File: config.mk
export PLATFORM = sky130hd
export DESIGN_NAME = costas_lock_sched
export DESIGN_NICKNAME = d
export VERILOG_FILES = /design/src/rtl/costas_pkg.sv /design/src/rtl/costas_lock_metric.sv /design/src/rtl/costas_lock_sched.sv
export SDC_FILE = /design/constraint.sdc
export NUM_CORES = 1
export LEC_CHECK = 0
export CAP_MARGIN = 0
export CORE_ASPECT_RATIO = 1.2
export CORE_MARGIN = 1.5
export CORE_UTILIZATION = 55
export CTS_BUF_LIST = sky130_fd_sc_hd__clkbuf_8
export DETAILED_ROUTE_END_ITERATION = 8
export DONT_BUFFER_PORTS = 1
export PLACE_DENSITY = 0.68
export REMOVE_ABC_BUFFERS = 1
export SLEW_MARGIN = 25
export SYNTH_ARGS = -nofsm -noshare
export SYNTH_HDL_FRONTEND = slang
export SYNTH_HIERARCHICAL = 1
export SYNTH_SLANG_ARGS = --single-unit
File: constraint.sdc
create_clock -name ce_clk -period 12.3 [get_ports ce_clk]
set_input_delay 2.46 -clock ce_clk [delete_from_list [all_inputs] [get_ports ce_clk]]
set_output_delay 2.46 -clock ce_clk [all_outputs]
set_load 0.1 [all_outputs]
File: src/rtl/costas_pkg.sv
// costas_pkg: shared types for the Costas lock scheduler.
// FSM state enum, gain bundle, gain width and saturating |x| helper.
package costas_pkg;

  localparam int GAIN_W = 16;

  typedef enum logic [1:0] {
    ST_IDLE   = 2'd0,
    ST_ACQ    = 2'd1,
    ST_VERIFY = 2'd2,
    ST_TRACK  = 2'd3
  } costas_state_t;

  typedef struct packed {
    logic [GAIN_W-1:0] alpha;
    logic [GAIN_W-1:0] beta;
  } gain_t;

  // |x| for a w-bit two's complement value held sign-extended in x;
  // the most negative code saturates to the largest positive code.
  function automatic logic [31:0] sat_abs(
    input logic signed [31:0] x,
    input int                 w
  );
    logic signed [31:0] lo;
    lo = -(32'sd1 <<< (w - 1));
    if (x == lo) return (32'd1 << (w - 1)) - 32'd1;
    if (x < 0) return 32'(-x);
    return 32'(x);
  endfunction

endpackage

File: src/rtl/costas_lock_metric.sv
// costas_lock_metric: windowed mean of min(|I|,|Q|) over 2^WIN_LOG2 symbols.
// Ports: clk/rst_n, clr (sync flush), sym_valid/sym_i/sym_q in; metric/metric_stb out.
module costas_lock_metric
  import costas_pkg::*;
#(
  parameter int DATA_W   = 16,
  parameter int WIN_LOG2 = 6
) (
  input  logic                     clk,
  input  logic                     rst_n,
  input  logic                     clr,
  input  logic                     sym_valid,
  input  logic signed [DATA_W-1:0] sym_i,
  input  logic signed [DATA_W-1:0] sym_q,
  output logic        [DATA_W-2:0] metric,
  output logic                     metric_stb
);

  localparam int MW = DATA_W - 1;
  localparam int AW = MW + WIN_LOG2;

  logic [WIN_LOG2-1:0] cnt;
  logic [MW-1:0]       abs_i;
  logic [MW-1:0]       abs_q;
  logic [MW-1:0]       m;
  logic                v1;
  logic                last1;
  logic [AW-1:0]       acc;
  logic [AW-1:0]       sum;

  always_comb begin
    m   = (abs_i < abs_q) ? abs_i : abs_q;
    sum = acc + AW'(m);
  end

  always_ff @(posedge clk or negedge rst_n) begin
    if (!rst_n) begin
      cnt        <= '0;
      abs_i      <= '0;
      abs_q      <= '0;
      v1         <= 1'b0;
      last1      <= 1'b0;
      acc        <= '0;
      metric     <= '0;
      metric_stb <= 1'b0;
    end else if (clr) begin
      cnt        <= '0;
      v1         <= 1'b0;
      last1      <= 1'b0;
      acc        <= '0;
      metric_stb <= 1'b0;
    end else begin
      v1         <= sym_valid;
      last1      <= sym_valid & (&cnt);
      metric_stb <= v1 & last1;
      if (sym_valid) begin
        cnt   <= cnt + WIN_LOG2'(1);
        abs_i <= MW'(sat_abs(32'(sym_i), DATA_W));
        abs_q <= MW'(sat_abs(32'(sym_q), DATA_W));
      end
      if (v1) begin
        if (last1) begin
          metric <= sum[AW-1:WIN_LOG2];
          acc    <= '0;
        end else begin
          acc <= sum;
        end
      end
    end
  end

endmodule

File: src/rtl/costas_lock_sched.sv
// costas_lock_sched: ACQ/VERIFY/TRACK gain scheduler for the Costas loop.
// In: enable, symbol tap, thresholds, gain sets. Out: gains+gain_stb, loop_clr,
// locked, state, metric+metric_stb. COSTAS_SCHED_TIMEOUT_EN adds ACQ timeout clears.
module costas_lock_sched
  import costas_pkg::*;
#(
  parameter int DATA_W      = 16,
  parameter int WIN_LOG2    = 6,
  parameter int LOCK_CNT    = 4,
  parameter int UNLOCK_CNT  = 8,
  parameter int ACQ_TIMEOUT = 256
) (
  input  logic                     ce_clk,
  input  logic                     ce_rst_n,
  input  logic                     enable,
  input  logic signed [DATA_W-1:0] sym_i,
  input  logic signed [DATA_W-1:0] sym_q,
  input  logic                     sym_valid,
  input  logic        [DATA_W-2:0] lock_thresh,
  input  logic        [DATA_W-2:0] unlock_thresh,
  input  logic        [GAIN_W-1:0] acq_alpha,
  input  logic        [GAIN_W-1:0] acq_beta,
  input  logic        [GAIN_W-1:0] trk_alpha,
  input  logic        [GAIN_W-1:0] trk_beta,
  output logic        [GAIN_W-1:0] alpha_out,
  output logic        [GAIN_W-1:0] beta_out,
  output logic                     gain_stb,
  output logic                     loop_clr,
  output logic                     locked,
  output logic        [1:0]        state,
  output logic        [DATA_W-2:0] metric,
  output logic                     metric_stb
);

  localparam int GCW = $clog2(LOCK_CNT + 1);
  localparam int BCW = $clog2(UNLOCK_CNT + 1);

  costas_state_t  st_q, st_d;
  gain_t          gain_q, gain_d;
  gain_t          acq_g, trk_g;
  logic [GCW-1:0] good_q, good_d;
  logic [BCW-1:0] bad_q, bad_d;
  logic           gstb_d, clr_d, to_hit;
  logic           good_win, bad_win;
  logic           sym_acc, m_clr;

  assign acq_g   = {acq_alpha, acq_beta};
  assign trk_g   = {trk_alpha, trk_beta};
  assign sym_acc = sym_valid & enable & (st_q != ST_IDLE);
  assign m_clr   = ~enable | (st_q == ST_IDLE);

  costas_lock_metric #(
    .DATA_W   (DATA_W),
    .WIN_LOG2 (WIN_LOG2)
  ) u_metric (
    .clk        (ce_clk),
    .rst_n      (ce_rst_n),
    .clr        (m_clr),
    .sym_valid  (sym_acc),
    .sym_i      (sym_i),
    .sym_q      (sym_q),
    .metric     (metric),
    .metric_stb (metric_stb)
  );

  assign good_win = metric >= lock_thresh;
  assign bad_win  = metric < unlock_thresh;

  always_comb begin
    st_d   = st_q;
    gain_d = gain_q;
    gstb_d = 1'b0;
    clr_d  = 1'b0;
    good_d = good_q;
    bad_d  = bad_q;
    if (!enable) begin
      st_d   = ST_IDLE;
      good_d = '0;
      bad_d  = '0;
    end else begin
      case (st_q)
        ST_IDLE: begin
          st_d   = ST_ACQ;
          gain_d = acq_g;
          gstb_d = 1'b1;
        end
        ST_ACQ: begin
          if (metric_stb && good_win) begin
            st_d   = ST_VERIFY;
            good_d = GCW'(1);
          end
        end
        ST_VERIFY: begin
          if (metric_stb) begin
            if (good_win) begin
              good_d = good_q + GCW'(1);
              if (good_d == GCW'(LOCK_CNT)) begin
                st_d   = ST_TRACK;
                gain_d = trk_g;
                gstb_d = 1'b1;
                bad_d  = '0;
              end
            end else begin
              st_d = ST_ACQ;
            end
          end
        end
        ST_TRACK: begin
          if (metric_stb) begin
            if (bad_win) begin
              bad_d = bad_q + BCW'(1);
              if (bad_d == BCW'(UNLOCK_CNT)) begin
                st_d   = ST_ACQ;
                gain_d = acq_g;
                gstb_d = 1'b1;
                clr_d  = 1'b1;
                bad_d  = '0;
              end
            end else begin
              bad_d = '0;
            end
          end
        end
        default: st_d = ST_IDLE;
      endcase
    end
  end

`ifdef COSTAS_SCHED_TIMEOUT_EN
  localparam int TCW = $clog2(ACQ_TIMEOUT + 1);

  logic [TCW-1:0] to_q, to_d;

  // Counts bad windows while resident in ACQ; any other path resets it,
  // so entering ACQ always starts from zero.
  always_comb begin
    to_d   = to_q;
    to_hit = 1'b0;
    if (!enable || st_q != ST_ACQ || st_d != ST_ACQ) begin
      to_d = '0;
    end else if (metric_stb) begin
      if (to_q == TCW'(ACQ_TIMEOUT - 1)) begin
        to_hit = 1'b1;
        to_d   = '0;
      end else begin
        to_d = to_q + TCW'(1);
      end
    end
  end

  always_ff @(posedge ce_clk or negedge ce_rst_n) begin
    if (!ce_rst_n) to_q <= '0;
    else           to_q <= to_d;
  end
`else
  assign to_hit = 1'b0;
`endif

  always_ff @(posedge ce_clk or negedge ce_rst_n) begin
    if (!ce_rst_n) begin
      st_q     <= ST_IDLE;
      gain_q   <= '0;
      good_q   <= '0;
      bad_q    <= '0;
      gain_stb <= 1'b0;
      loop_clr <= 1'b0;
      locked   <= 1'b0;
    end else begin
      st_q     <= st_d;
      gain_q   <= gain_d;
      good_q   <= good_d;
      bad_q    <= bad_d;
      gain_stb <= gstb_d;
      loop_clr <= clr_d | to_hit;
      locked   <= (st_d == ST_TRACK);
    end
  end

  assign state     = st_q;
  assign alpha_out = gain_q.alpha;
  assign beta_out  = gain_q.beta;

endmodule

Fig. 1: run 1, I/O pins on the die edge
Drawn at 2 px/um. Pins as bars across the die edge, other pins in gray.
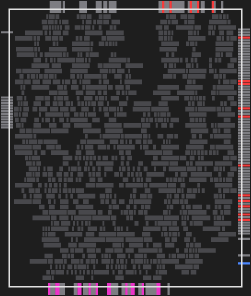
[acq_beta] red | pins: 16 | direction: input | edge: 11 east, 5 north
[metric] magenta | pins: 15 | direction: output | edge: south
[ce_rst_n] blue | pins: 1 | direction: input | edge: east
all pins by edge: 79 east, 46 south, 45 north, 13 west
height of the chip: 137.9 um
horizontal die size: 115.5 um

Fig. 2: run 1, wires at chosen ports, followed through buffers
Drawn at 3 px/um.
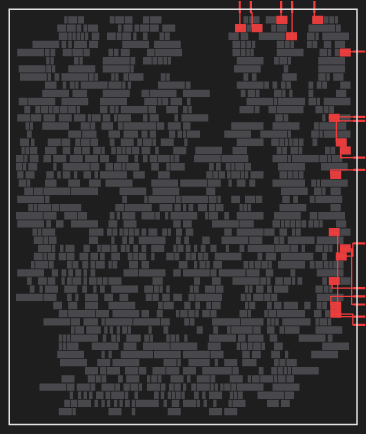
[acq_beta] red | bits: 16 | direction: input | edge: 11 east, 5 north | end cells: 16 | buffers: 0 | wire: 180 um

Fig. 3: run 1, routing congestion
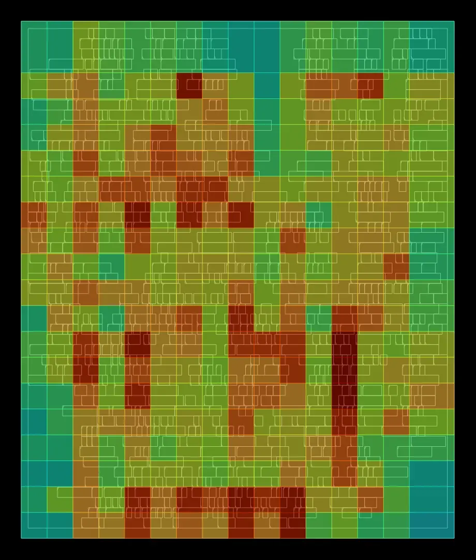
Global Route Usage Sum: 0.2503
met1 layer usage reported by global route: 0.2823
per-cell routed wire length: 17.38 um

## run 1: cells by family (layout without fill, tap and decap cells)
kind of cell             Yosys count  in the layout  share of synthesized area
XOR/XNOR                          42             42                    0.04408
buffers and inverters            108             99                    0.05472
AND-OR/OR-AND                    263            263                     0.2054
flip-flops                       119            119                     0.3568
multiplexers                      57             57                    0.07091
adder cells (fa/ha/maj)           68             68                     0.1028
AND/OR/NAND/NOR                  279            279                     0.1652
## run 1: tightest hold or removal path, cell delays in order, from the launching register on
cell and delay, ps:
sky130_fd_sc_hd__dfrtp_1 350, sky130_fd_sc_hd__nand2_1 50, sky130_fd_sc_hd__o21ai_0 60
## run 1: layout make-up
class                           instances  share of cell area
Sequential cell                       119              0.3348
Tap cell                              204             0.02866
Clock inverter                         13             0.02262
Multi-Input combinational cell        709              0.5536
Timing Repair Buffer                    6            0.005058
Inverter                               61             0.02585
Clock buffer                           19             0.02937
## run 1: per-stage QoR
| step | instance area (um^2) | power, W | hold slack [ps] | std cells | utilization |
|---|---|---|---|---|---|
| CTS | 8901 | 0.001321 | 501.0 | 1131 | 0.5975 |
| global route | 8905 | 0.001384 | 517.7 | 1131 | 0.5977 |
| global placement | 8431 | 0.0008898 | 473.3 | 1099 | 0.5659 |
| finish | 8905 | 0.001312 | 495.9 | 1131 | 0.5977 |
| floorplan | 8118 | 0.0008259 | 455.1 | 889 | - |
| detailed placement | 8438 | 0.0009044 | 486.1 | 1099 | 0.5664 |
## run 1: flip-flops by register name, indices dropped and copies added (netlist names)
name,cells
alpha_out,16
bad_q,4
beta_out,16
gain_stb,1
good_q,3
locked,1
loop_clr,1
state,2
u_metric/abs_i,15
u_metric/abs_q,15
u_metric/acc,21
u_metric/cnt,6
u_metric/last1,1
u_metric/metric,15
u_metric/metric_stb,1
u_metric/v1,1
==> out/highlights.md, run 1 <==
## Synthesis
• Synth Register Bits: 119
• main area contributors after synthesis: sky130_fd_sc_hd__dfrtp_1, sky130_fd_sc_hd__ha_1, sky130_fd_sc_hd__a21oi_1, sky130_fd_sc_hd__nand2_1, sky130_fd_sc_hd__mux2i_1
• sequential area share after synthesis: 0.3568
• area fraction of the dominant cell type after synthesis: 0.3568
• Async S/R FF share, synth: 1.000
• cell count after synthesis: 936
• distinct cell type count of the synthesized netlist: 69

## Setup path
• longest individual stage delay on the worst path: 770 ps
• Critical Path Source: u_metric/abs_i[5]
• worst flop-to-flop path startpoint: u_metric/abs_i[5]
• required time of the critical path: 12630 ps
• total stage count of the critical path: 14
• family of cells with the greatest summed delay on the critical path: AND-OR/OR-AND gates
• biggest fanout along the worst timing path: 12
• worst path bufs/invs: 1
• worst setup path class: register to register

## Final timing
• crit path setup slack, layout: 7463 ps
• Least-Margin Pin Slew: 1033 ps
• Slew HR: 0.3111
• setup repair after global routing missed its margin: no
• summed negative setup slack over all endpoints: 0 ps

## Global route
• overflow left after global routing: 0
• M3 GR Usage: 0.05245
• pin count of the biggest net entering global routing: 120
• number of global-route vias before repair: 6889
• met2 demand-to-capacity share in global routing: 0.4527

## Run status
• status: complete, no violations

## Power and ir drop
• leakage power total: 3.955 nW
• clock network power consumption: 0.000412 W
• portion of total power attributed to the clock network: 0.314
• comb pwr: 0.000297 W
• portion of total power attributed to combinational logic: 0.226
• biggest power consumer among the groups: sequential cells
• sequential fraction of design power: 0.459

## Final layout
• NumNets Final: 1112
• area of combinational cells with multiple inputs: 4930 um^2
• area taken by flip-flops and latches: 2982 um^2
• most common cell after layout, fill and taps aside: sky130_fd_sc_hd__dfrtp_1

## Clock network
• maximum clock insertion buffer count: 2
• clock buffers created by TritonCTS: 17
• buffer cell driving the clock tree root: sky130_fd_sc_hd__clkbuf_8
• # clock sinks: 119
• cell resize tally after clock tree synthesis: 0
• hold-fix buffers at CTS: 0

## Placed design
• port buffer count: 0

## Floorplanning
• CORE AREA: 14900 um^2

## Min path
• worst hold path depth: 2
• Worst Hold End: u_metric/acc[4]

## Route
• number of iterations in the first detailed-routing pass: 7

==> run 2, diff against run 1 <==
--- a/config.mk
+++ b/config.mk
@@ -12,7 +12,7 @@
 export CTS_BUF_LIST = sky130_fd_sc_hd__clkbuf_8
 export DETAILED_ROUTE_END_ITERATION = 8
 export DONT_BUFFER_PORTS = 1
-export PLACE_DENSITY = 0.68
+export PLACE_DENSITY = 0.71
 export REMOVE_ABC_BUFFERS = 1
 export SLEW_MARGIN = 25
 export SYNTH_ARGS = -nofsm -noshare
==> constraint.sdc (replaced) <==
create_clock -name ce_clk -period 4.25 [get_ports ce_clk]
set_input_delay 0.85 -clock ce_clk [delete_from_list [all_inputs] [get_ports ce_clk]]
set_output_delay 0.85 -clock ce_clk [all_outputs]
set_load 0.1 [all_outputs]
Fig. 4: run 2, I/O pins on the die edge
Drawn at 2 px/um. Pins as bars across the die edge, other pins in gray.
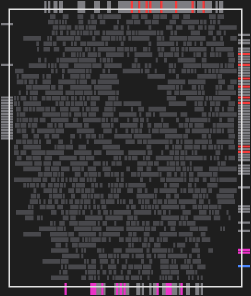
[ce_rst_n] blue | pins: 1 | direction: input | edge: east
[metric] magenta | pins: 15 | direction: output | edge: 13 south, 2 east
[acq_beta] red | pins: 16 | direction: input | edge: 8 north, 8 east

==> run 2 against run 1 <==
Net effect: synthesized cell count unchanged; critical path depth unchanged; combinational power increased to 3.1 times the previous value; total power increased to 2.9 times the previous value; setup slack got worse by 7200 ps; clock power increased to 2.7 times the previous value; flip-flop count unchanged; fmax increased by 23%; final cell count increased by 2.9%; sequential share of layout area decreased by 0.97 points; area after synthesis unchanged; critical endpoint is now u_metric/acc[17].
==> out/highlights.md, run 2 <==
## Run status
• status: complete, no violations

## Final layout
• Post-Layout Inst Area: 9160 um^2
• non-filler cells in the finished layout: 1164
• flip-flop count of the largest register after layout: 21
• area of combinational cells with multiple inputs: 4950 um^2

## Global route
• Global Route Usage Sum: 0.2513
• overflow left after global routing: 0

## Power and ir drop
• leakage power total: 4.114 nW

## Setup path
• worst path bufs/invs: 0
• worst flop-to-flop path startpoint: u_metric/abs_i[4]
• biggest fanout along the worst timing path: 13
• longest individual stage delay on the worst path: 410 ps
• Critical Path Source: u_metric/abs_i[4]
• total stage count of the critical path: 14
• worst setup path class: register to register
• family of cells with the greatest summed delay on the critical path: AND-OR/OR-AND gates

## Synthesis
• Async S/R FF share, synth: 1.000
• area fraction of the dominant cell type after synthesis: 0.3568

## Clock network
• buffer cell driving the clock tree root: sky130_fd_sc_hd__clkbuf_8
• hold-fix buffers at CTS: 0
• cell resize tally after clock tree synthesis: 1

## Floorplanning
• horizontal die size: 115.5 um

## Final timing
• setup repair after global routing missed its margin: no

## Route
• number of iterations in the first detailed-routing pass: 5

Fig. 5: run 2, sequential cells colored by netlist name
Drawn at 2 px/um. Other sequential cells in the stronger gray, the rest of the logic in the fainter gray.
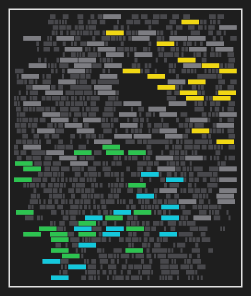
[beta_out] yellow | sequential cells: 16 | where: north-east
[u_metric/acc] green | sequential cells: 21
[u_metric/metric] cyan | sequential cells: 15
not colored: 67
fraction of the core area covered by cells at the end of the flow: 0.6148
sequential cell power: 0.00173 W
share of cell area taken by flip-flops and latches: 0.3251

## run 2: cell counts after synthesis
No cell type changed its count.
## run 2: logic make-up after synthesis
kind of cell | Yosys count | synth area share
adders and majority gates | 68 | 0.1028
AOI/OAI and AO/OA | 263 | 0.2054
DFF | 119 | 0.3568
and+or+nand+nor | 279 | 0.1652
xor gates and xnor gates | 42 | 0.04408
buffers and inverters | 108 | 0.05472
muxes | 57 | 0.07091
## run 2: worst min-delay path by stage
stage	startpoint	end	slack [ps]	depth (start not counted)
after floorplan	u_metric/acc[14]	u_metric/acc[14]	460	2
after global placement	u_metric/acc[14]	u_metric/acc[14]	480	2
after detailed placement	u_metric/acc[2]	u_metric/acc[2]	480	2
after CTS	ce_rst_n	beta_out[14]	70	0
after global routing	ce_rst_n	beta_out[12]	70	0
final	ce_rst_n	beta_out[12]	110	0
## run 2: area by class of cell
type	count	area share
inverters	61	0.02500
repair buffers	39	0.03415
flip-flops and latches	119	0.3251
clock buffers	21	0.03155
multi-input cells	709	0.5404
clock inverters	11	0.01598
well taps	204	0.02787
## run 2: routing by layer
metal,vias to the layer above,wire (um),GRT usage
met5,-,0,0
met4,0,643,0.1262
met3,40,883,0.04589
met2,201,10120,0.4323
met1,3345,8185,0.3008
li1,3412,-,-
## run 2: per-stage QoR
step	setup TNS [ps]	hold slack, ps	total power [W]
2_1_floorplan	-153.0	455.1	0.002390
3_3_place_gp	-23.07	479.6	0.002632
3_5_place_dp	-246.5	482.3	0.002649
4_1_cts	0	70.92	0.003780
5_1_grt	0	68.64	0.003962
6_report	0	108.3	0.003761
## run 2: where the power goes
part / switching [W] / internal, W
clock network: 0.000472 / 0.000642
logic: 0.000509 / 0.000407
registers: 0.000486 / 0.00125
total: 0.00147 / 0.00229
Power figures rest on the tool's default switching activity, not on a simulated workload.
